`config.mk`:
```
export PLATFORM = sky130hd
export DESIGN_NAME = mem_store_unit
export DESIGN_NICKNAME = d
export VERILOG_FILES = /design/src/rtl/mem_store_unit.sv
export SDC_FILE = /design/constraint.sdc
export NUM_CORES = 1
export LEC_CHECK = 0
export CAP_MARGIN = 20
export CELL_PAD_IN_SITES_DETAIL_PLACEMENT = 1
export CELL_PAD_IN_SITES_GLOBAL_PLACEMENT = 1
export CORE_MARGIN = 2
export CORE_UTILIZATION = 35
export CTS_CLUSTER_SIZE = 30
export DETAILED_ROUTE_END_ITERATION = 12
export PLACE_DENSITY_LB_ADDON = 0.2
export SLEW_MARGIN = 10
export SYNTH_ARGS = -nofsm -noshare
export SYNTH_HDL_FRONTEND = slang
export SYNTH_SLANG_ARGS = --single-unit
```
`constraint.sdc`:
```
create_clock -name clock -period 1.57 [get_ports clock]
set_input_delay 0.314 -clock clock [delete_from_list [all_inputs] [get_ports clock]]
set_output_delay 0.314 -clock clock [all_outputs]
set_load 0.01 [all_outputs]
```
`src/rtl/mem_store_unit.sv`:
```
// mem_store_unit: store-side data-memory write sequencer.
// Takes a store (bot/top byte halves with per-half enables) from the EX/MEM
// register. It issues one or two byte writes over a req/ack port: bot goes to
// addr and top goes to addr+1. The pipeline is stalled until the last write
// is accepted.
// Ports:
//   clock, reset_n                      clock / async active-low reset
//   st_valid, st_en[1:0]                store request, [1]=bot half, [0]=top half
//   st_addr, st_data_top, st_data_bot   store address and data halves
//   mem_req, mem_addr, mem_wdata        registered write port to data memory
//   mem_ack                             memory accepts when mem_req & mem_ack
//   stall                               combinational pipeline freeze
//   st_done                             registered one-cycle completion pulse
module mem_store_unit #(
  parameter int unsigned ADDR_WIDTH = 16,
  parameter int unsigned DATA_WIDTH = 8
) (
  input  logic                  clock,
  input  logic                  reset_n,
  input  logic                  st_valid,
  input  logic [1:0]            st_en,
  input  logic [ADDR_WIDTH-1:0] st_addr,
  input  logic [DATA_WIDTH-1:0] st_data_top,
  input  logic [DATA_WIDTH-1:0] st_data_bot,
  output logic                  mem_req,
  output logic [ADDR_WIDTH-1:0] mem_addr,
  output logic [DATA_WIDTH-1:0] mem_wdata,
  input  logic                  mem_ack,
  output logic                  stall,
  output logic                  st_done
);

  typedef enum logic [1:0] {
    IDLE   = 2'd0,
    WR_BOT = 2'd1,
    WR_TOP = 2'd2
  } state_t;

  state_t                r_state;
  state_t                w_state_nxt;
  logic [ADDR_WIDTH-1:0] r_addr;
  logic [DATA_WIDTH-1:0] r_data_top;
  logic                  r_top_pend;

  logic                  w_capture;
  logic                  w_req_nxt;
  logic [ADDR_WIDTH-1:0] w_addr_nxt;
  logic [DATA_WIDTH-1:0] w_wdata_nxt;
  logic                  w_done_nxt;

  // State register
  always_ff @(posedge clock or negedge reset_n) begin
    if (!reset_n) begin
      r_state <= IDLE;
    end else begin
      r_state <= w_state_nxt;
    end
  end

  // Next state plus next values of the registered write-port outputs
  always_comb begin
    w_state_nxt = r_state;
    w_capture   = 1'b0;
    w_req_nxt   = mem_req;
    w_addr_nxt  = mem_addr;
    w_wdata_nxt = mem_wdata;
    w_done_nxt  = 1'b0;
    case (r_state)
      IDLE: begin
        w_req_nxt = 1'b0;
        if (st_valid && (st_en != 2'b00)) begin
          w_capture = 1'b1;
          w_req_nxt = 1'b1;
          if (st_en[1]) begin
            w_state_nxt = WR_BOT;
            w_addr_nxt  = st_addr;
            w_wdata_nxt = st_data_bot;
          end else begin
            w_state_nxt = WR_TOP;
            w_addr_nxt  = st_addr + ADDR_WIDTH'(1);
            w_wdata_nxt = st_data_top;
          end
        end
      end
      WR_BOT: begin
        if (mem_ack) begin
          if (r_top_pend) begin
            // req stays high; only address/data move on to the top half
            w_state_nxt = WR_TOP;
            w_addr_nxt  = r_addr + ADDR_WIDTH'(1);
            w_wdata_nxt = r_data_top;
          end else begin
            w_state_nxt = IDLE;
            w_req_nxt   = 1'b0;
            w_done_nxt  = 1'b1;
          end
        end
      end
      WR_TOP: begin
        if (mem_ack) begin
          w_state_nxt = IDLE;
          w_req_nxt   = 1'b0;
          w_done_nxt  = 1'b1;
        end
      end
      default: begin
        w_state_nxt = IDLE;
        w_req_nxt   = 1'b0;
      end
    endcase
  end

  // Registered write port and completion pulse
  always_ff @(posedge clock or negedge reset_n) begin
    if (!reset_n) begin
      mem_req   <= 1'b0;
      mem_addr  <= '0;
      mem_wdata <= '0;
      st_done   <= 1'b0;
    end else begin
      mem_req   <= w_req_nxt;
      mem_addr  <= w_addr_nxt;
      mem_wdata <= w_wdata_nxt;
      st_done   <= w_done_nxt;
    end
  end

  // Captured store, needed for the top half after the bot write is accepted
  always_ff @(posedge clock or negedge reset_n) begin
    if (!reset_n) begin
      r_addr     <= '0;
      r_data_top <= '0;
      r_top_pend <= 1'b0;
    end else if (w_capture) begin
      r_addr     <= st_addr;
      r_data_top <= st_data_top;
      r_top_pend <= st_en[0];
    end
  end

  // Freeze in the capture cycle and for as long as a write is outstanding
  assign stall = ((r_state == IDLE) && st_valid && (st_en != 2'b00)) ||
                 (r_state != IDLE);

endmodule

```
==> run_1/port_nets.png <==
Scale: 4 px per um.
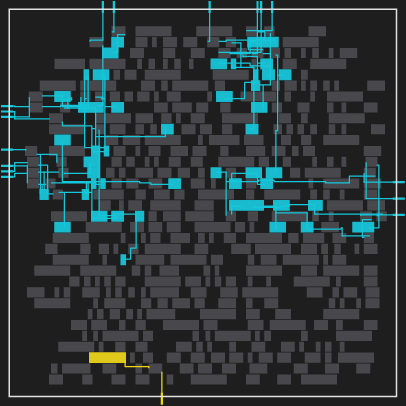
[`st_addr`] cyan | bits: 16 | direction: input | edge: 7 left, 6 top, 3 right | end cells: 45 | buffers: 32 | wire: 837 um
[`st_done`] yellow | bits: 1 | direction: output | edge: bottom | end cells: 1 | buffers: 1 | wire: 13.3 um

==> run_1/final_clocks.png <==
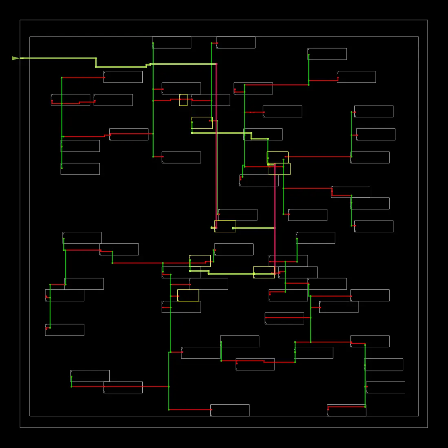
insertion delay to the later sink of the worst-skew pair: 310 ps
clock tree skew after final layout: 6.07 ps

==> run_1/gate_families.png <==
Scale: 4 px per um.
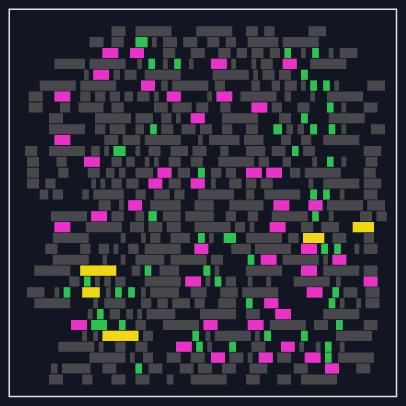
[adder and majority cells] yellow | cells: 5
[multiplexers] magenta | cells: 43 | most used: mux2_2
[inverting AOI/OAI gates] green | cells: 49 | most used: o21ai_0

==> datasheet_impl.txt, run 1 <==
Physical design parameters

Parameter                              Value

Power
  Cell area power density    1630 mW/mm2
  Leakage    2.08 nW
  Peak VDD IR    0.622 mV
  Post-layout power    7.32 mW

Finish
  Share of post-route cells with drive strength above 1    0.305
  Share of cell area taken by multi-input logic gates    0.382
  Leading cell types in the layout, fill and taps excluded    dfrtp_1, buf_4, nand2_1, clkdlybuf4s50_1, o21ai_0
  Clock buffer instance count of the final layout    7
  Antenna cells    0
  Number of inserted filler cells in the final layout    953
  Signal buffers share of area    0.264
  Most common library cell in the layout ignoring fill and taps    dfrtp_1
  Register area    0.00133 mm2
  Layout Utilization    0.544
  Final non-filler cell area    0.00449 mm2
  Number of nets in the final layout    461
  Footprint of the multi-input gates    0.00172 mm2
  Cell class ranked first by area    combinational gates
  Inverter tally of the final layout excluding the clock network    9

Critical path
  Data arrival time of the worst path    1730 ps
  Kind of launch point of the worst setup path    flip-flop
  Gate family responsible for the most delay along the worst path    flip-flops
  CP required    1770 ps
  Number of cells on the worst reg-to-reg path    6
  Worst path slowest cell    dfrtp_1
  R2R Setup Slk    50 ps
  End of the critical path    r_addr[6]
  CP peak stage delay    400 ps

Clocking
  Clock buffers created by TritonCTS    5
  Clock transition at the registers of the reported paths    100 ps
  Hold buffer count at cts    1
  Post-CTS Repair Setup Buffers    2
  CTS root buf    clkbuf_8
  Number of buffers between clock root and the deepest sink    2

STA
  Setup repair after global routing missed its margin    true
  Worst Max-Slew Pin Slew    453 ps
  Final setup TNS    0 ps
  Number of hold violations in the final report    0
  Shortest period the worst path allows    1520 ps
  Hold_ws    475 ps
  Highest achievable clock rate    656 MHz
  Final slew viol count    0

Synthesis
  Yosys stat area    0.00299 mm2
  Dominant cell type by area after synthesis    dfrtp_1
  Main flop type    dfrtp_1
  Netlist area before placement    0.00299 mm2
  Synth Seq Share    0.444
  Top post-synthesis cells by area    dfrtp_1, mux2_2, mux2i_1, nand2_1, o21ai_0
  Yosys synthesis warning count    0
  Most frequent cells after synthesis    dfrtp_1, nand2_1, o21ai_0
  Async set-or-reset flop fraction in the synthesized netlist    1.00
  Most common cell in the netlist    dfrtp_1

Global routing
  Antenna violations before repair    0
  Pin count of the biggest net entering global routing    32
  Most used routing layer    met2
  Met3 track utilization from global routing    0.0349
  Met1 track demand over resource    0.257

Status
  Result of the run    completed

Route
  Routed wire per std cell    17.0 um
  Vias/cell    5.09
  Final wirelength    8880 um
  Remaining number of nets flagged by the antenna check after routing    0
  Number of vias in the routed layout    2665
  First-iteration detailed-routing DRC count    60

Die
  Tap Cells    105
  Vertical die dimension    96.4 um
  Die width    96.4 um
  Total I/O pin count    65
  Die Footprint    0.00930 mm2

Place
  Final GP Congestion    0.861
  Post-detailed-placement cell area    0.00411 mm2
  Pre-CTS setup slack    -548 ps
  Number of port buffers    64
  Cell count after placement    507

Flow run
  Tool warnings    30
## run 1: metal layers
metal  vias to the layer above  routed length (um)
met5                         -                   0
met4                         0                 106
met3                         9                 245
met2                        38                4600
met1                      1334                3940
li1                       1284                   -
## run 1: report_power, final
part | switching [mW] | total [mW] | internal, mW
logic | 1.86 | 3.87 | 2.02
clock network | 0.474 | 0.874 | 0.400
registers | 0.519 | 2.57 | 2.06
## run 1: cells by family after synthesis
logic type / count (synthesis) / share of synthesized area
AND/OR/NAND/NOR: 101 / 0.174
buffers and inverters: 25 / 0.0406
flip-flops: 53 / 0.444
multiplexers: 43 / 0.154
adder cells (fa/ha/maj): 5 / 0.0209
AND-OR/OR-AND: 51 / 0.0912
XOR/XNOR: 26 / 0.0762
==> run_1/metal_stack.png <==
Scale: 4 px per um.
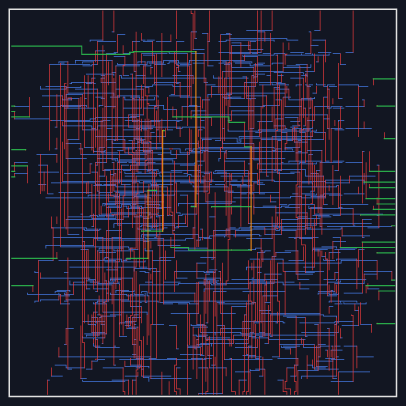

--- run 2 (diff from run 1) ---
- ABC_AREA: unset -> 1
- CORE_UTILIZATION: 35 -> 33
- CTS_CLUSTER_SIZE: 30 -> unset
==> run_2/metal_stack.png <==
Scale: 4 px per um.
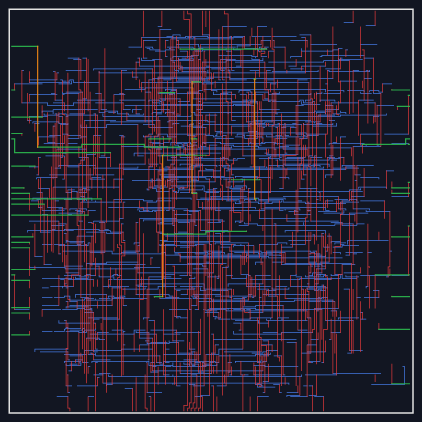
[met1] blue | wire length: 4840 um
[met4] orange | wire length: 118 um
[met3] green | wire length: 319 um
[met2] red | wire length: 5150 um

==> datasheet_impl.txt, run 2 <==
Physical design parameters

Parameter                              Value

Power
  Clock distribution power    940 uW
  Leakage    2.27 nW
  Power in combinational cells    4.74 mW
  Peak VDD IR    1.02 mV
  Post-layout power    8.25 mW
  Cell internal power dissipation    4.91 mW
  Max power group    combinational logic
  Switching part of the total    0.404
  Power drawn by the sequential cells    2.56 mW
  Fraction of power consumed by the clock network    0.114
  Switch Pwr    3.34 mW

Synthesis
  Main flop type    dfrtp_1
  Fa+ha+maj area frac    0.0203
  Netlist area before placement    0.00308 mm2
  Yosys stat area    0.00308 mm2
  Top post-synthesis cells by area    dfrtp_1, nand2_1, o21ai_0, nand3_1, inv_1
  Yosys synthesis warning count    0
  Compound-cell area share of the yosys netlist    0.163
  Most frequent cells after synthesis    nand2_1, dfrtp_1, inv_1
  Async set-or-reset flop fraction in the synthesized netlist    1.00
  Post-synthesis simple-gate area fraction    0.274
  Dominant kind of combinational cell    simple AND/OR/NAND/NOR gates
  Dominant cell type by area after synthesis    dfrtp_1
  Xor-xnor portion of the synthesized cell area    0.0114
  Most common cell in the netlist    nand2_1
  Synth Seq Share    0.431

Place
  HPWL Detailed    7320 um
  Number of port buffers    64
  Cell count after placement    613
  Pre-CTS setup slack    -491 ps
  Final GP Congestion    0.843

Route
  Met3 wire length    319 um
  Met2 routed WL    5150 um
  Routed wire per std cell    16.3 um
  Number of vias in the routed layout    3240
  Final wirelength    10400 um
  Remaining number of nets flagged by the antenna check after routing    0
  First-iteration detailed-routing DRC count    96
  Highest routed layer    met4
  Vias/cell    5.08

Clocking
  Number of buffers between clock root and the deepest sink    2
  Insertion delay to the later sink of the worst-skew pair    310 ps
  Post-CTS Repair Setup Buffers    10
  Clock buffers created by TritonCTS    5
  Clock transition at the registers of the reported paths    100 ps
  Hold buffer count at cts    1

Finish
  Layout Utilization    0.516
  Leading cell types in the layout, fill and taps excluded    nand2_1, dfrtp_1, buf_4, clkdlybuf4s50_1, inv_1
  Number of inserted filler cells in the final layout    1111
  Final non-filler cell area    0.00473 mm2
  Antenna cells    0
  Share of post-route cells with drive strength above 1    0.254
  Most common library cell in the layout ignoring fill and taps    nand2_1

STA
  Highest achievable clock rate    622 MHz
  Final setup TNS    -138 ps
  Clock tree skew after final layout    14.9 ps
  Number of hold violations in the final report    0
  Setup repair after global routing missed its margin    true
  Final slew viol count    0
  Final setup violating endpoints    5
  Shortest period the worst path allows    1610 ps
  Hold_ws    321 ps
  Worst Max-Slew Pin Slew    303 ps
  Post-layout worst setup margin    -37.2 ps

Global routing
  Most used routing layer    met2
  Met3 track utilization from global routing    0.0298
  Met1 track demand over resource    0.284

Critical path
  CP required    1770 ps
  Gate family responsible for the most delay along the worst path    buffers and inverters
  R2R Setup Slk    -40 ps
  Number of cells on the worst reg-to-reg path    10
  Kind of launch point of the worst setup path    flip-flop
  CP peak stage delay    400 ps
  Worst path slowest cell    dfrtp_1
  Data arrival time of the worst path    1800 ps

Die
  Total I/O pin count    65
  Die width    101 um
  Vertical die dimension    101 um
  Die Footprint    0.0101 mm2

Status
  Violations in the final reports    negative setup slack
  Result of the run    finished with violations

Flow run
  Tool warnings    30
==> run_2/port_nets.png <==
Scale: 4 px per um.
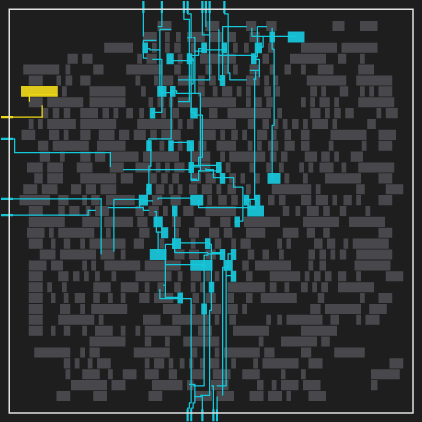
[`st_addr`] cyan | bits: 16 | direction: input | edge: 8 top, 5 bottom, 3 left | end cells: 42 | buffers: 24 | wire: 968 um
[`st_done`] yellow | bits: 1 | direction: output | edge: left | end cells: 1 | buffers: 1 | wire: 19.1 um

[run 2: layout make-up]
class                   instances  area (um2)  area share
clock inverters                 2        38.8     0.00821
well taps                     111         139      0.0294
inverters                      43         174      0.0368
repair buffers                124        1240       0.263
flip-flops and latches         53        1330       0.281
clock buffers                   5        68.8      0.0146
multi-input cells             300        1730       0.367
[run 2: worst min-delay path by stage]
stage | startpoint | to | cells past startpoint | slack [ps]
final | st_addr[1] | r_addr[1] | 3 | 320
after global routing | st_addr[0] | r_addr[0] | 3 | 340
after CTS | st_addr[0] | r_addr[0] | 3 | 470
after detailed placement | reset_n | mem_addr[2] | 2 | 340
after global placement | reset_n | mem_wdata[6] | 2 | 340
after floorplan | reset_n | mem_addr[0] | 0 | 20
==> run_2/gate_families.png <==
Scale: 4 px per um.
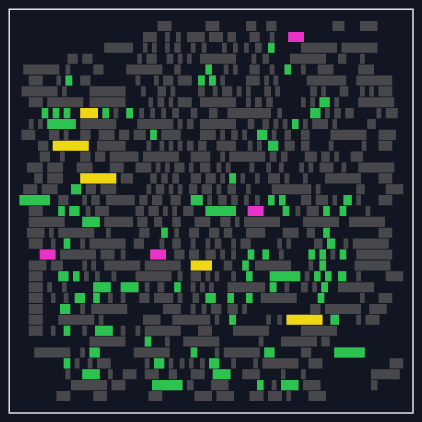

--- run 3 (diff from run 2) ---
- GPL_TIMING_DRIVEN: unset -> 0
==> run_3/gate_families.png <==
Scale: 4 px per um.
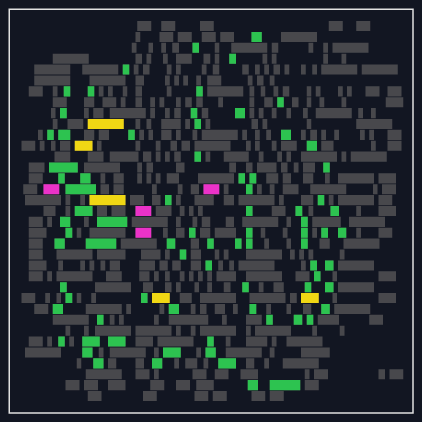
[inverting AOI/OAI gates] green | cells: 79 | most used: o21ai_0
[multiplexers] magenta | cells: 4 | most used: mux2_2
[adder and majority cells] yellow | cells: 5 | most used: ha_1

==> datasheet_impl.txt, run 3 <==
Physical design parameters

Parameter                              Value

Synthesis
  Post-synthesis simple-gate area fraction    0.274
  Most frequent cells after synthesis    nand2_1, dfrtp_1, inv_1
  Fa+ha+maj area frac    0.0203
  Xor-xnor portion of the synthesized cell area    0.0114
  Top post-synthesis cells by area    dfrtp_1, nand2_1, o21ai_0, nand3_1, inv_1
  Netlist area before placement    0.00308 mm2
  Async set-or-reset flop fraction in the synthesized netlist    1.00
  Yosys synthesis warning count    0
  Compound-cell area share of the yosys netlist    0.163
  Dominant kind of combinational cell    simple AND/OR/NAND/NOR gates
  Synth Seq Share    0.431

Status
  Result of the run    finished with violations
  Violations in the final reports    negative setup slack

Finish
  Signal buffers share of area    0.238
  Register area    0.00133 mm2
  Share of post-route cells with drive strength above 1    0.173
  Multi-input gate count    300
  Signal buffers    99
  Number of nets in the final layout    545
  Fraction of area in clock buffers and inverters    0.0189
  Inverter tally of the final layout excluding the clock network    43
  Layout Utilization    0.486
  Register fraction of the total cell area    0.298
  Most common library cell in the layout ignoring fill and taps    nand2_1
  Footprint of the multi-input gates    0.00167 mm2
  Final non-filler cell area    0.00444 mm2
  Antenna cells    0

Power
  Switching part of the total    0.411
  Share of total power in sequential cells    0.318
  Peak VDD IR    0.768 mV
  Leakage    2.07 nW
  Post-layout power    7.92 mW
  Switch Pwr    3.26 mW
  Clock distribution power    797 uW

Critical path
  CP required    1260 ps
  Data arrival time of the worst path    1360 ps

Route
  Routed wire per std cell    16.6 um
  Vias/cell    5.06
  Remaining number of nets flagged by the antenna check after routing    0
  Number of vias in the routed layout    3105
  First-iteration detailed-routing DRC count    96

STA
  Post-layout worst setup margin    -106 ps
  Shortest period the worst path allows    1680 ps
  Clock tree skew after final layout    16.7 ps
  Setup repair after global routing missed its margin    true
  Number of hold violations in the final report    0
  Final setup violating endpoints    17
  Final slew viol count    0

Clocking
  Insertion delay to the later sink of the worst-skew pair    320 ps
  Number of buffers between clock root and the deepest sink    2
  Clock transition at the registers of the reported paths    90 ps
  Hold buffer count at cts    1

Place
  HPWL Detailed    7290 um
  Cell count after placement    589
  Post-detailed-placement cell area    0.00387 mm2
  Final GP Congestion    0.922

Global routing
  Most used routing layer    met2
  Pin count of the biggest net entering global routing    35
  Met3 track utilization from global routing    0.0319

Die
  Die width    101 um
  Tap Cells    111
==> run_3/port_nets.png <==
Scale: 4 px per um.
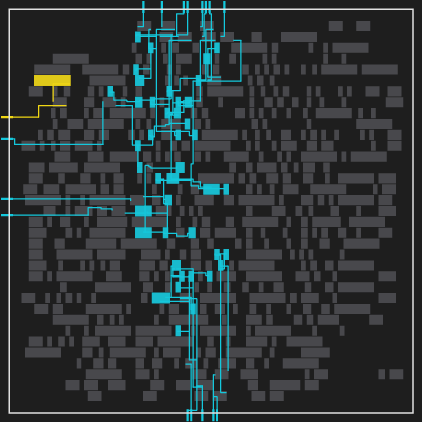
number of port buffers: 64
total I/O pin count: 65

## run 3: cell counts after synthesis
Identical to the previous run, type by type.
## run 3: routing by layer
layer	share of wire	wire (um)	vias to the layer above
li1	-	-	1516
met1	0.45	4570	1498
met2	0.49	5000	77
met3	0.048	486	14
met4	0.017	171	0
met5	0	0	-
## run 3: final timing paths
check	depth (start not counted)	start	to
min in group asynchronous	2	reset_n	r_addr[15]
max in group asynchronous	3	reset_n	r_addr[12]
worst min register to register	2	mem_addr[9]	mem_addr[9]
worst max register to register	10	r_state[0]	mem_wdata[5]
worst min-delay path	3	st_addr[2]	r_addr[2]
worst max-delay path	5	r_state[0]	stall
## run 3: critical path, stage by stage (launching register included)
cell	delay, ps
dfrtp_1	440
inv_2	100
ha_4	180
o211ai_4	110
nand2_4	110
buf_6	100
Power is estimated from default activity; no workload was simulated.
